### Signal metal coverage by tile, run 1

The die is cut into 19 by 19 equal tiles; white is low, dark blue is high, scaled to the fullest tile. Values are wire area over tile area, all layers added.
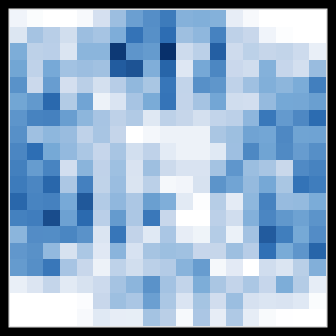
### Metal layers overlaid, run 1

Bar = 20 um. Two of the layers only.
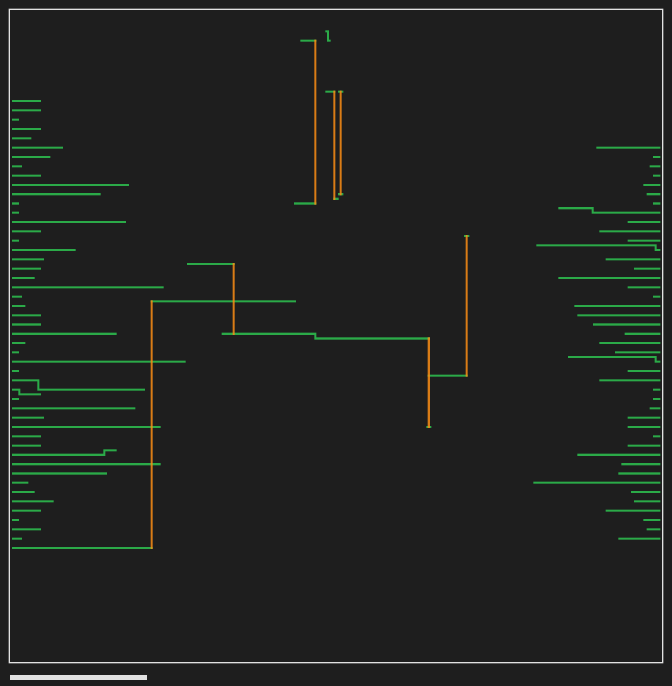
### Routing congestion map, run 1

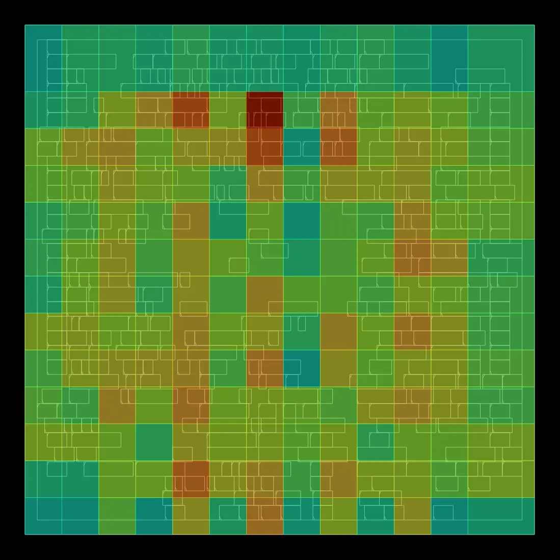
--- config.mk ---
export PLATFORM = sky130hd
export DESIGN_NAME = onchip_ram_arb
export DESIGN_NICKNAME = d
export VERILOG_FILES = /design/src/rtl/onchip_ram_pkg.sv /design/src/rtl/ram_arb_rr2.sv /design/src/rtl/onchip_ram_arb.sv
export SDC_FILE = /design/constraint.sdc
export NUM_CORES = 1
export LEC_CHECK = 0
export CAP_MARGIN = 20
export CORE_MARGIN = 2
export CORE_UTILIZATION = 35
export CTS_BUF_LIST = sky130_fd_sc_hd__clkbuf_4 sky130_fd_sc_hd__clkbuf_8 sky130_fd_sc_hd__clkbuf_16
export DETAILED_ROUTE_END_ITERATION = 8
export PLACE_DENSITY = 0.75
export SETUP_SLACK_MARGIN = 0.4
export SYNTH_ARGS = -nofsm -noshare
export SYNTH_HDL_FRONTEND = slang
export SYNTH_SLANG_ARGS = --single-unit
--- constraint.sdc ---
create_clock -name clock -period 3.15 [get_ports clock]
set_clock_uncertainty 0.05 [all_clocks]
set_input_delay 0.63 -clock clock [delete_from_list [all_inputs] [get_ports clock]]
set_output_delay 0.63 -clock clock [all_outputs]
set_load 0.03 [all_outputs]
--- src/rtl/onchip_ram_pkg.sv ---
// Shared definitions for the on-chip RAM arbiter: FSM encoding, port indices
// and the default RAM byte-address width.
package onchip_ram_pkg;

  localparam int unsigned DEFAULT_ADDR_WIDTH = 12;

  localparam logic PORT_CPU = 1'b0;
  localparam logic PORT_AUX = 1'b1;

  typedef enum logic [1:0] {
    ST_IDLE   = 2'd0,
    ST_ACCESS = 2'd1,
    ST_DATA   = 2'd2
  } arb_state_e;

endpackage

--- src/rtl/ram_arb_rr2.sv ---
// Combinational two-way round-robin pick: a lone eligible port wins outright,
// and on contention the port that was not granted last wins.
module ram_arb_rr2
  import onchip_ram_pkg::*;
(
  input  logic [1:0] elig,
  input  logic       last_grant,
  output logic       winner,
  output logic       valid
);

  always_comb begin
    valid  = |elig;
    winner = elig[1] ? PORT_AUX : PORT_CPU;
    if (&elig) begin
      winner = (last_grant == PORT_CPU) ? PORT_AUX : PORT_CPU;
    end
  end

endmodule

--- src/rtl/onchip_ram_arb.sv ---
// Two-port arbiter/sequencer in front of the single-port onchip_ram: grants in
// IDLE, holds RAM inputs for one ACCESS cycle, captures read data in DATA.
module onchip_ram_arb
  import onchip_ram_pkg::*;
#(
  parameter int unsigned ADDR_WIDTH = DEFAULT_ADDR_WIDTH
) (
  input  logic                  clock,
  input  logic                  reset,

  input  logic                  p0_req,
  input  logic                  p0_wr,
  input  logic                  p0_lock,
  input  logic [1:0]            p0_be,
  input  logic [ADDR_WIDTH-2:0] p0_addr,
  input  logic [15:0]           p0_wdata,
  output logic [15:0]           p0_rdata,
  output logic                  p0_ack,

  input  logic                  p1_req,
  input  logic                  p1_wr,
  input  logic [1:0]            p1_be,
  input  logic [ADDR_WIDTH-2:0] p1_addr,
  input  logic [15:0]           p1_wdata,
  output logic [15:0]           p1_rdata,
  output logic                  p1_ack,

  output logic                  ram_wren,
  output logic [1:0]            ram_byteena,
  output logic [ADDR_WIDTH-2:0] ram_address,
  output logic [15:0]           ram_data,
  input  logic [15:0]           ram_q
);

  arb_state_e            state_q, state_d;
  logic                  gnt_q, gnt_d;
  logic                  wr_q, wr_d;
  logic                  last_grant_q, last_grant_d;
  logic                  locked_q, locked_d;
  logic                  p0_ack_q, p0_ack_d;
  logic                  p1_ack_q, p1_ack_d;
  logic [15:0]           p0_rdata_q, p0_rdata_d;
  logic [15:0]           p1_rdata_q, p1_rdata_d;
  logic                  ram_wren_q, ram_wren_d;
  logic [1:0]            ram_byteena_q, ram_byteena_d;
  logic [ADDR_WIDTH-2:0] ram_address_q, ram_address_d;
  logic [15:0]           ram_data_q, ram_data_d;

  logic [1:0] elig;
  logic       pick;
  logic       pick_valid;

  // A port whose ack is showing this cycle is masked so its finished request
  // is not granted a second time before the requester reacts.
  assign elig[0] = p0_req & ~p0_ack_q;
  assign elig[1] = p1_req & ~p1_ack_q & ~locked_q;

  ram_arb_rr2 u_rr2 (
    .elig       (elig),
    .last_grant (last_grant_q),
    .winner     (pick),
    .valid      (pick_valid)
  );

  always_comb begin
    state_d       = state_q;
    gnt_d         = gnt_q;
    wr_d          = wr_q;
    last_grant_d  = last_grant_q;
    locked_d      = locked_q;
    p0_ack_d      = 1'b0;
    p1_ack_d      = 1'b0;
    p0_rdata_d    = p0_rdata_q;
    p1_rdata_d    = p1_rdata_q;
    ram_wren_d    = ram_wren_q;
    ram_byteena_d = ram_byteena_q;
    ram_address_d = ram_address_q;
    ram_data_d    = ram_data_q;

    unique case (state_q)
      ST_IDLE: begin
        if (pick_valid && pick == PORT_CPU) begin
          locked_d = p0_lock;
        end else if (!p0_req) begin
          locked_d = 1'b0;
        end
        if (pick_valid) begin
          gnt_d        = pick;
          last_grant_d = pick;
          state_d      = ST_ACCESS;
          if (pick == PORT_CPU) begin
            wr_d          = p0_wr;
            ram_wren_d    = p0_wr & (p0_be != '0);
            ram_byteena_d = p0_be;
            ram_address_d = p0_addr;
            ram_data_d    = p0_wdata;
          end else begin
            wr_d          = p1_wr;
            ram_wren_d    = p1_wr & (p1_be != '0);
            ram_byteena_d = p1_be;
            ram_address_d = p1_addr;
            ram_data_d    = p1_wdata;
          end
        end
      end
      ST_ACCESS: begin
        ram_wren_d = 1'b0;
        state_d    = ST_DATA;
      end
      ST_DATA: begin
        if (gnt_q == PORT_CPU) begin
          p0_ack_d = 1'b1;
          if (!wr_q) p0_rdata_d = ram_q;
        end else begin
          p1_ack_d = 1'b1;
          if (!wr_q) p1_rdata_d = ram_q;
        end
        state_d = ST_IDLE;
      end
      default: state_d = ST_IDLE;
    endcase
  end

  always_ff @(posedge clock or posedge reset) begin
    if (reset) begin
      state_q       <= ST_IDLE;
      gnt_q         <= PORT_CPU;
      wr_q          <= 1'b0;
      last_grant_q  <= PORT_AUX;
      locked_q      <= 1'b0;
      p0_ack_q      <= 1'b0;
      p1_ack_q      <= 1'b0;
      p0_rdata_q    <= '0;
      p1_rdata_q    <= '0;
      ram_wren_q    <= 1'b0;
      ram_byteena_q <= '0;
      ram_address_q <= '0;
      ram_data_q    <= '0;
    end else begin
      state_q       <= state_d;
      gnt_q         <= gnt_d;
      wr_q          <= wr_d;
      last_grant_q  <= last_grant_d;
      locked_q      <= locked_d;
      p0_ack_q      <= p0_ack_d;
      p1_ack_q      <= p1_ack_d;
      p0_rdata_q    <= p0_rdata_d;
      p1_rdata_q    <= p1_rdata_d;
      ram_wren_q    <= ram_wren_d;
      ram_byteena_q <= ram_byteena_d;
      ram_address_q <= ram_address_d;
      ram_data_q    <= ram_data_d;
    end
  end

  assign p0_ack      = p0_ack_q;
  assign p1_ack      = p1_ack_q;
  assign p0_rdata    = p0_rdata_q;
  assign p1_rdata    = p1_rdata_q;
  assign ram_wren    = ram_wren_q;
  assign ram_byteena = ram_byteena_q;
  assign ram_address = ram_address_q;
  assign ram_data    = ram_data_q;

endmodule

==> results_dict.tcl, run 1 <==
# flow metrics
set metrics [dict create \
    power_switching_share_pct 40.8 \
    synth.top_cell.area_share_pct 59.3 \
    cts-resized-gates 0 \
    cts_setup_buffers 0 \
    cts_tree "built" \
    layoutNonFillerInstCount 485 \
    netlist_instances 231 \
    critical_path_peak_fanout 29 \
    setup_viol 0 \
    firstDrtPassIters 4 \
    max-vdd-ir-drop_mv 0.556 \
    power.group.top "combinational logic" \
    share_comb_of_total_power_pct 53.8 \
    logic_gate_count 144 \
    cts_buffers 9 \
    largest_area_cell "dfrtp_1" \
    critPathTopFamily "buffers and inverters" \
    antenna_cells 0 \
    layout_top_cells "clkdlybuf4s50_1, dfrtp_1, nand2_1, o21ai_0, mux2_2" \
    required_ps 3320 \
    finalInstanceArea_um2 4660 \
    slew_headroom_pct 66.6 \
    inv_count 2 \
    top_cells_by_count "dfrtp_1, nand2_1, o21ai_0" \
    dp_hpwl_um 5010 \
    cts_max_path_buffers 2 \
    fp.dieW_um 95.2 \
    flop-count 70 \
    warnings 26 \
    ys.flop_type "dfrtp_1" \
    grt_pass1_vias 2356 \
    fillers 717 \
    h-tree-depth 3 \
    critPathKind "primary input to flip-flop" \
    num-clock-buffers 11 \
    slowest_stage "clkdlybuf4s50_1" \
    synth_cell_types 21 \
    p_seq_mw 1.58 \
    yosysCellCount 231 \
    cpPeakStageDelay_ps 470 \
    arrival_ps 2340 \
    seq_area_share_pct 37.6 \
    postSynthSeqShare_pct 60.2 \
    chipArea_um2 9070 \
    cts_root_buf "clkbuf_8" \
    path_buffers 2 \
    logic_area_um2 1070 \
    antenna_found_initial 0 \
    io_pins 145 \
    overflow 0 \
    gp_congestion 0.708 \
    tightest_slew_ps 501 \
    status "completed" \
    r2r_setup_slack_ps 1370 \
    fmax_mhz 463 \
    rsz0062_at_grt "no" \
    drive_above_1_share_pct 15.0 \
    holdWs_ps 425 \
    ys_area_um2 2910 \
    path_clk_slew_ps 70 \
    p_per_area_nw_per_um2 1060 \
    layout.cells.most_common "clkdlybuf4s50_1" \
    hold_class "flip-flop to flip-flop" \
    p_seq_share_pct 32.0 \
    final-clk-cell-share_pct 4.13 \
    initial_utilization_pct 35.8 \
    internal_power_mw 2.92 \
    dp_cells 470 \
    edf_count 0 \
    comb-power_mw 2.65 \
    clock_sinks 70 \
    dominant_cells "registers" \
    synth.avg_cell_area_um2 12.6 \
]
Notes on 'Signal metal coverage by tile' above:
nearly empty tiles = 7.2%
tiles over half the peak = 30%
emptiest ninth of the die = centre
fullest tile = 0.34
mean over tiles = 0.13
routed len/inst: 14.2 um
drt total wl: 6870 um
Tot GR Track Use: 15.3%

Notes on 'Metal layers overlaid' above:
met4 -> orange  # wire length 134 um
met3 -> green  # wire length 683 um
vias: 2255

Notes on 'Routing congestion map' above:
met2 GRT Util: 24.7%
GRT met1 Usage: 17.9%
GR met3 Demand/Resource: 5.69%
fin util: 57.3%
GRT busiest layer: met2

## run 1: cell families (layout without fill, tap and decap cells)
group,count (synthesis),in the layout,share of synthesized area (%)
flops,70,70,60.2
mux,62,62,22.7
simple gates,44,44,6.70
compound gates,38,38,7.08
buf+inv,17,166,3.39
## run 1: final timing paths
kind,depth (start not counted),start,to
max,6,p0_req,ram_wren
min,1,gnt_q,p0_ack
max reg2reg,5,p0_ack,ram_wren
min reg2reg,1,gnt_q,p0_ack
max in group asynchronous,3,reset,last_grant_q
min in group asynchronous,3,reset,p1_rdata[1]
## run 1: routing by layer
metal	global-route usage, %	part of all wire, %
met5	0	0
met4	7.61	1.9
met3	5.69	9.9
met2	24.7	46
met1	17.9	42
### M1 wires, run 1

Bar = 20 um. Cells faint in the background.
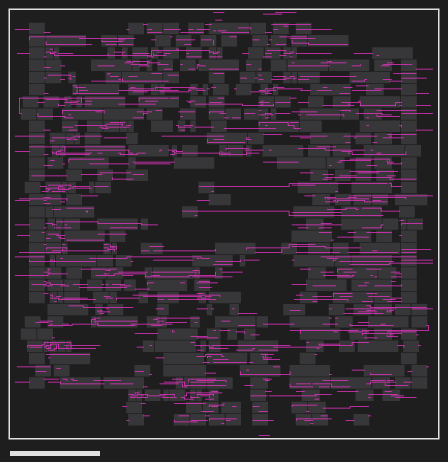

==> run 2, diff against run 1 <==
==> constraint.sdc (replaced) <==
create_clock -name clock -period 2.3 [get_ports clock]
set_clock_uncertainty 0.05 [all_clocks]
set_input_delay 0.46 -clock clock [delete_from_list [all_inputs] [get_ports clock]]
set_output_delay 0.46 -clock clock [all_outputs]
set_load 0.03 [all_outputs]
### M1 wires, run 2

Bar = 20 um. Cells faint in the background.
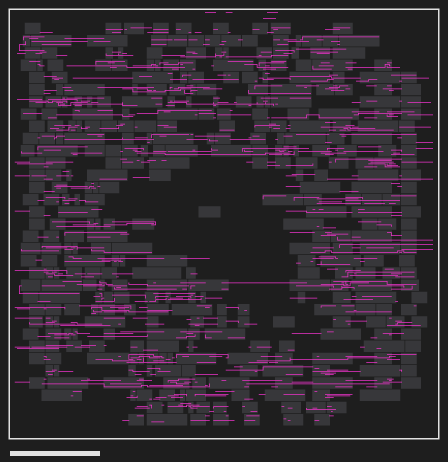
wire length on this layer = 2820 um
longest straight run = 31.7 um
nets with wire on the layer = 382
share of all routed wire = 42%
vias: 2252
drt total wl: 6710 um
GRT met1 Usage: 18.4%

### Routing congestion map, run 2

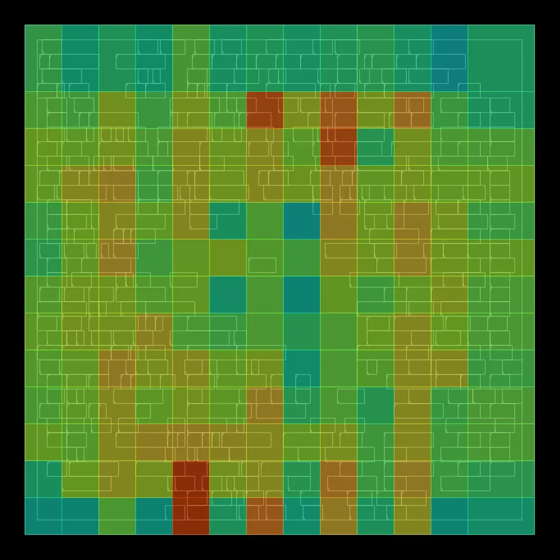
fin util: 59.1%
Tot GR Track Use: 15.0%
GR met3 Demand/Resource: 7.04%

==> results_dict.tcl, run 2 <==
# flow metrics
set metrics [dict create \
    ant_nets 0 \
    edf_count 0 \
    synth_cell_types 21 \
    h-tree-depth 3 \
    critPathTopFamily "buffers and inverters" \
    firstDrtPassIters 4 \
    top_cells_by_count "dfrtp_1, nand2_1, o21ai_0" \
    io_pins 145 \
    max-vdd-ir-drop_mv 0.660 \
    hold_class "flip-flop to flip-flop" \
    antenna_found_initial 0 \
    gp_congestion 0.714 \
    antenna_cells 0 \
    overflow 0 \
    cts_setup_buffers 0 \
    postSynthSeqShare_pct 60.2 \
    synth-simple-area-share_pct 6.70 \
    cts-resized-gates 12 \
    cpPeakStageDelay_ps 670 \
    synth-xor-area-share_pct 0 \
    slowest_stage "clkdlybuf4s50_1" \
    r2r_setup_slack_ps 670 \
    ff2ff_path_depth 4 \
    chipArea_um2 9070 \
    cts_max_path_buffers 2 \
    holdPathStages 2 \
    ctsHoldBuffers 0 \
    avgRoutedWirePerCell_um 13.7 \
    rsz0062_at_grt "no" \
    adder_share_pct 0 \
    layout_top_cells "clkdlybuf4s50_1, dfrtp_1, dlymetal6s2s_1, nand2_1, o21ai_0" \
    netlist_instances 231 \
    holdWs_ps 422 \
    synth.top_cell.area_share_pct 59.3 \
    critical_path_peak_fanout 2 \
    layoutNonFillerInstCount 489 \
    share_comb_of_total_power_pct 53.6 \
    port_buffers 144 \
    finalInstanceArea_um2 4810 \
    setup_viol 0 \
    switching_power_mw 2.73 \
    ys_area_um2 2910 \
    p_seq_mw 2.14 \
    critPathKind "flip-flop to output pin" \
    path_buffers 1 \
    cp.depth 1 \
    cts_tree "built" \
    tightest_slew_ps 373 \
    internal_power_mw 3.93 \
    clock_sinks 70 \
    grt_pass1_vias 2208 \
    clkPwrFrac_pct 14.4 \
    initial_utilization_pct 35.8 \
    ys_sh_mux_pct 22.7 \
    comb-power_mw 3.57 \
    arrival_ps 1340 \
    cts_root_buf "clkbuf_8" \
    p_seq_share_pct 32.0 \
    fp.dieW_um 95.2 \
    status "completed" \
    fmax_mhz 542 \
    setup_tns_ps 0 \
    ys.flop_type "dfrtp_1" \
    dp_hpwl_um 4890 \
    layout.cells.most_common "clkdlybuf4s50_1" \
    power_switching_share_pct 41.0 \
    largest_area_cell "dfrtp_1" \
    warnings 26 \
    synth.avg_cell_area_um2 12.6 \
    drive_above_1_share_pct 16.1 \
    ys_sh_aoi_pct 7.08 \
    path_clk_slew_ps 80 \
    cts_buffers 9 \
    power.group.top "combinational logic" \
]
### A small window of the routed layout, run 2

Bar = 5 um. Window x 61 to 81, y 61 to 81 um. Cells in grey, sequential cells in the stronger grey; small squares are vias.
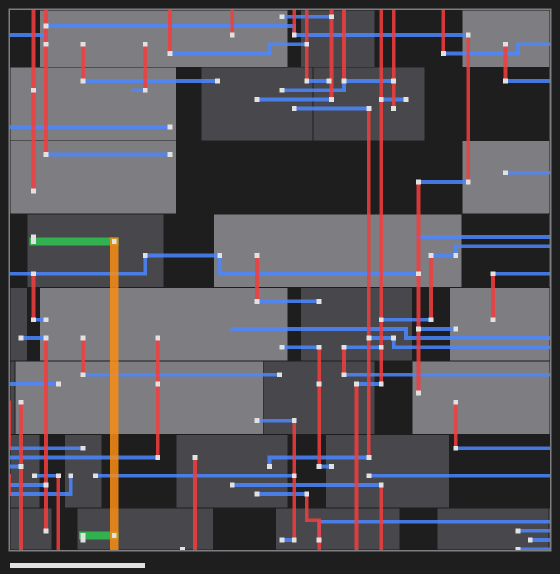
met1 -> blue
met3 -> green
met4 -> orange
met2 -> red
cells with their middle in the window = 20
most frequent = dfrtp_1 (7), mux2_2 (6)
sequential cells in the window = 7
netlist names of flops here include = `ram_address` (3), `p0_rdata` (2), `p1_rdata` (2)

==> run 2: layout make-up <==
type,count,area [um^2]
clock buffer,11,145
inverter,2,11.3
multi-input combinational,144,1080
timing repair buffer,153,1640
clock inverter,4,47.5
sequential,70,1750
tap,105,131
fill,712,3330
==> run 2: path summary, 6_finish.rpt <==
path | start | to
max | p1_rdata[9] | p1_rdata[9]
min | ram_address[8] | ram_address[8]
max reg2reg | locked_q | ram_wren
min reg2reg | ram_address[8] | ram_address[8]
max in group asynchronous | reset | last_grant_q
min in group asynchronous | reset | ram_address[4]
==> run 2: layer usage <==
metal	GRT usage, %	vias to the layer above	wire length (um)
met5	0	-	0
met1	18.4	1056	2820
li1	-	1093	-
met3	7.04	7	685
met2	22.9	96	3120
met4	6.04	0	79
### Metal layers overlaid, run 2

Bar = 20 um. Two of the layers only.
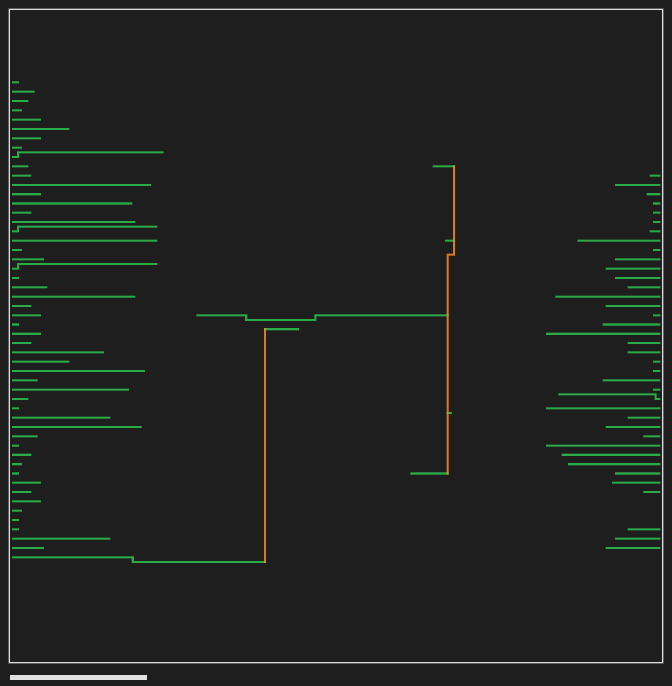

==> run 3, diff against run 2 <==
==> constraint.sdc (replaced) <==
create_clock -name clock -period 1.9 [get_ports clock]
set_clock_uncertainty 0.05 [all_clocks]
set_input_delay 0.38 -clock clock [delete_from_list [all_inputs] [get_ports clock]]
set_output_delay 0.38 -clock clock [all_outputs]
set_load 0.03 [all_outputs]
### Metal layers overlaid, run 3

Bar = 20 um. Two of the layers only.
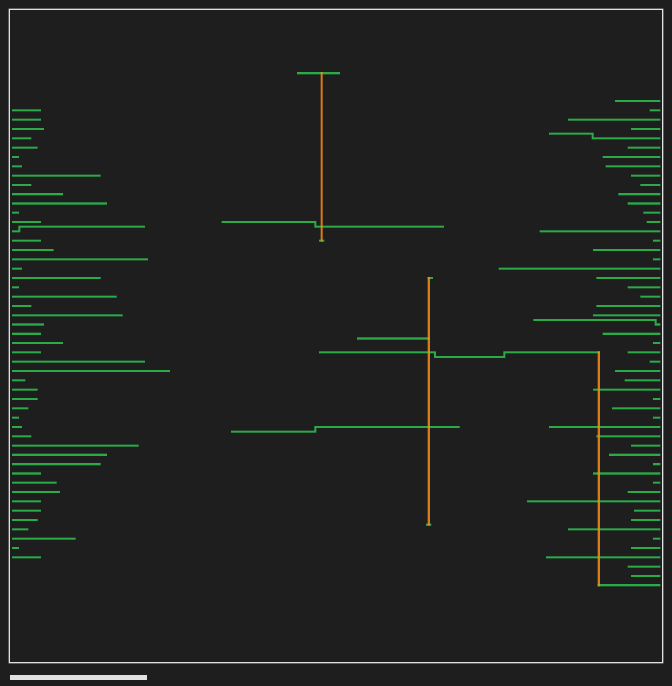
met3 -> green  # wire length 809 um
met4 -> orange  # wire length 94.5 um
drt total wl: 8460 um
Tot GR Track Use: 17.5%

### M1 wires, run 3

Bar = 20 um. Cells faint in the background.
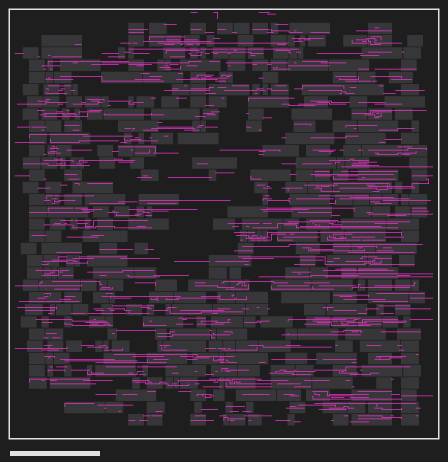
nets with wire on the layer = 395
wire length on this layer = 3540 um
vias: 2398
GRT met1 Usage: 22.1%

### Routing congestion map, run 3

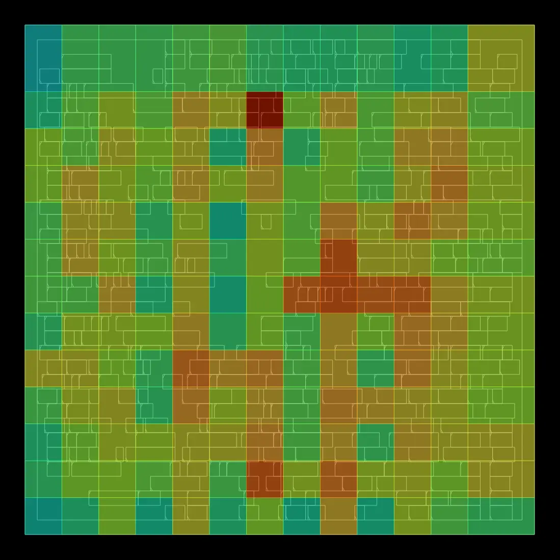
fin util: 64.0%
routed len/inst: 16.8 um
met2 GRT Util: 27.8%

==> results_dict.tcl, run 3 <==
# flow metrics
set metrics [dict create \
    status "completed" \
    cp.depth 6 \
    hold_class "flip-flop to flip-flop" \
    arrival_ps 1780 \
    largest_area_cell "dfrtp_1" \
    r2r-start "p1_ack" \
    path_clk_slew_ps 70 \
    tightest_slew_ps 375 \
    flop-count 70 \
    antenna_cells 0 \
    netlist_instances 231 \
    layout.cells.most_common "clkdlybuf4s50_1" \
    port_buffers 144 \
    ctsHoldBuffers 0 \
    fillers 626 \
    ys.flop_type "dfrtp_1" \
    chipArea_um2 9070 \
    layoutNonFillerInstCount 503 \
    h-tree-depth 3 \
    critical_path_peak_fanout 6 \
    synth_cell_types 21 \
    setup_tns_ps 0 \
    setup_viol 0 \
    max-vdd-ir-drop_mv 0.648 \
    num-clock-buffers 11 \
    fp.dieW_um 95.2 \
    slowest_stage "dfrtp_2" \
    firstDrtPassIters 3 \
    crit_start "p1_ack" \
    p_seq_share_pct 28.9 \
    grt_pass1_vias 2422 \
    critPathKind "flip-flop to flip-flop" \
    r2r_end "ram_data[13]" \
    power_switching_share_pct 40.2 \
    warnings 29 \
    fmax_mhz 623 \
    cts_tree "built" \
    buf_share_pct 34.5 \
    buffers 166 \
    worstHoldStart "ram_data[6]" \
    overflow 0 \
    cts_root_buf "clkbuf_8" \
    seq_area_share_pct 33.7 \
    path_buffers 2 \
    cpPeakStageDelay_ps 430 \
    dominant_cells "non-clock buffers" \
    gp_congestion 0.689 \
    ant_nets 0 \
    antenna_found_initial 0 \
    synth.top_cell.area_share_pct 59.3 \
    final-clk-cell-share_pct 4.74 \
    top_cells_by_count "dfrtp_1, nand2_1, o21ai_0" \
    cts_max_path_buffers 2 \
    clock_sinks 70 \
    comb-cell-share_pct 24.3 \
    holdPathEnd "ram_data[6]" \
    internal_power_mw 5.54 \
    edf_count 0 \
    postSynthSeqShare_pct 60.2 \
    switching_power_mw 3.73 \
    share_comb_of_total_power_pct 55.4 \
    synth.avg_cell_area_um2 12.6 \
]
## run 3: what timing repair did
item	CTS	global route
endpoints found under the setup margin	130	83
pin swaps	6	7
setup buffers	4	3
endpoints found under the hold margin	0	0
cloned	3	3
gates resized	213	62
## run 3: metal layers
metal  track usage, %  share of wire, %  wire, um
met1             22.1                42      3540
met4             5.31               1.1        94
met3             7.04               9.6       808
met2             27.8                47      4010
met5                0                 0         0
## run 3: logic make-up after synthesis
group                  count (synthesis)  share of synthesized area (%)
buffers and inverters                 17                           3.39
multiplexers                          62                           22.7
flip-flops                            70                           60.2
AND/OR/NAND/NOR                       44                           6.70
AND-OR/OR-AND                         38                           7.08
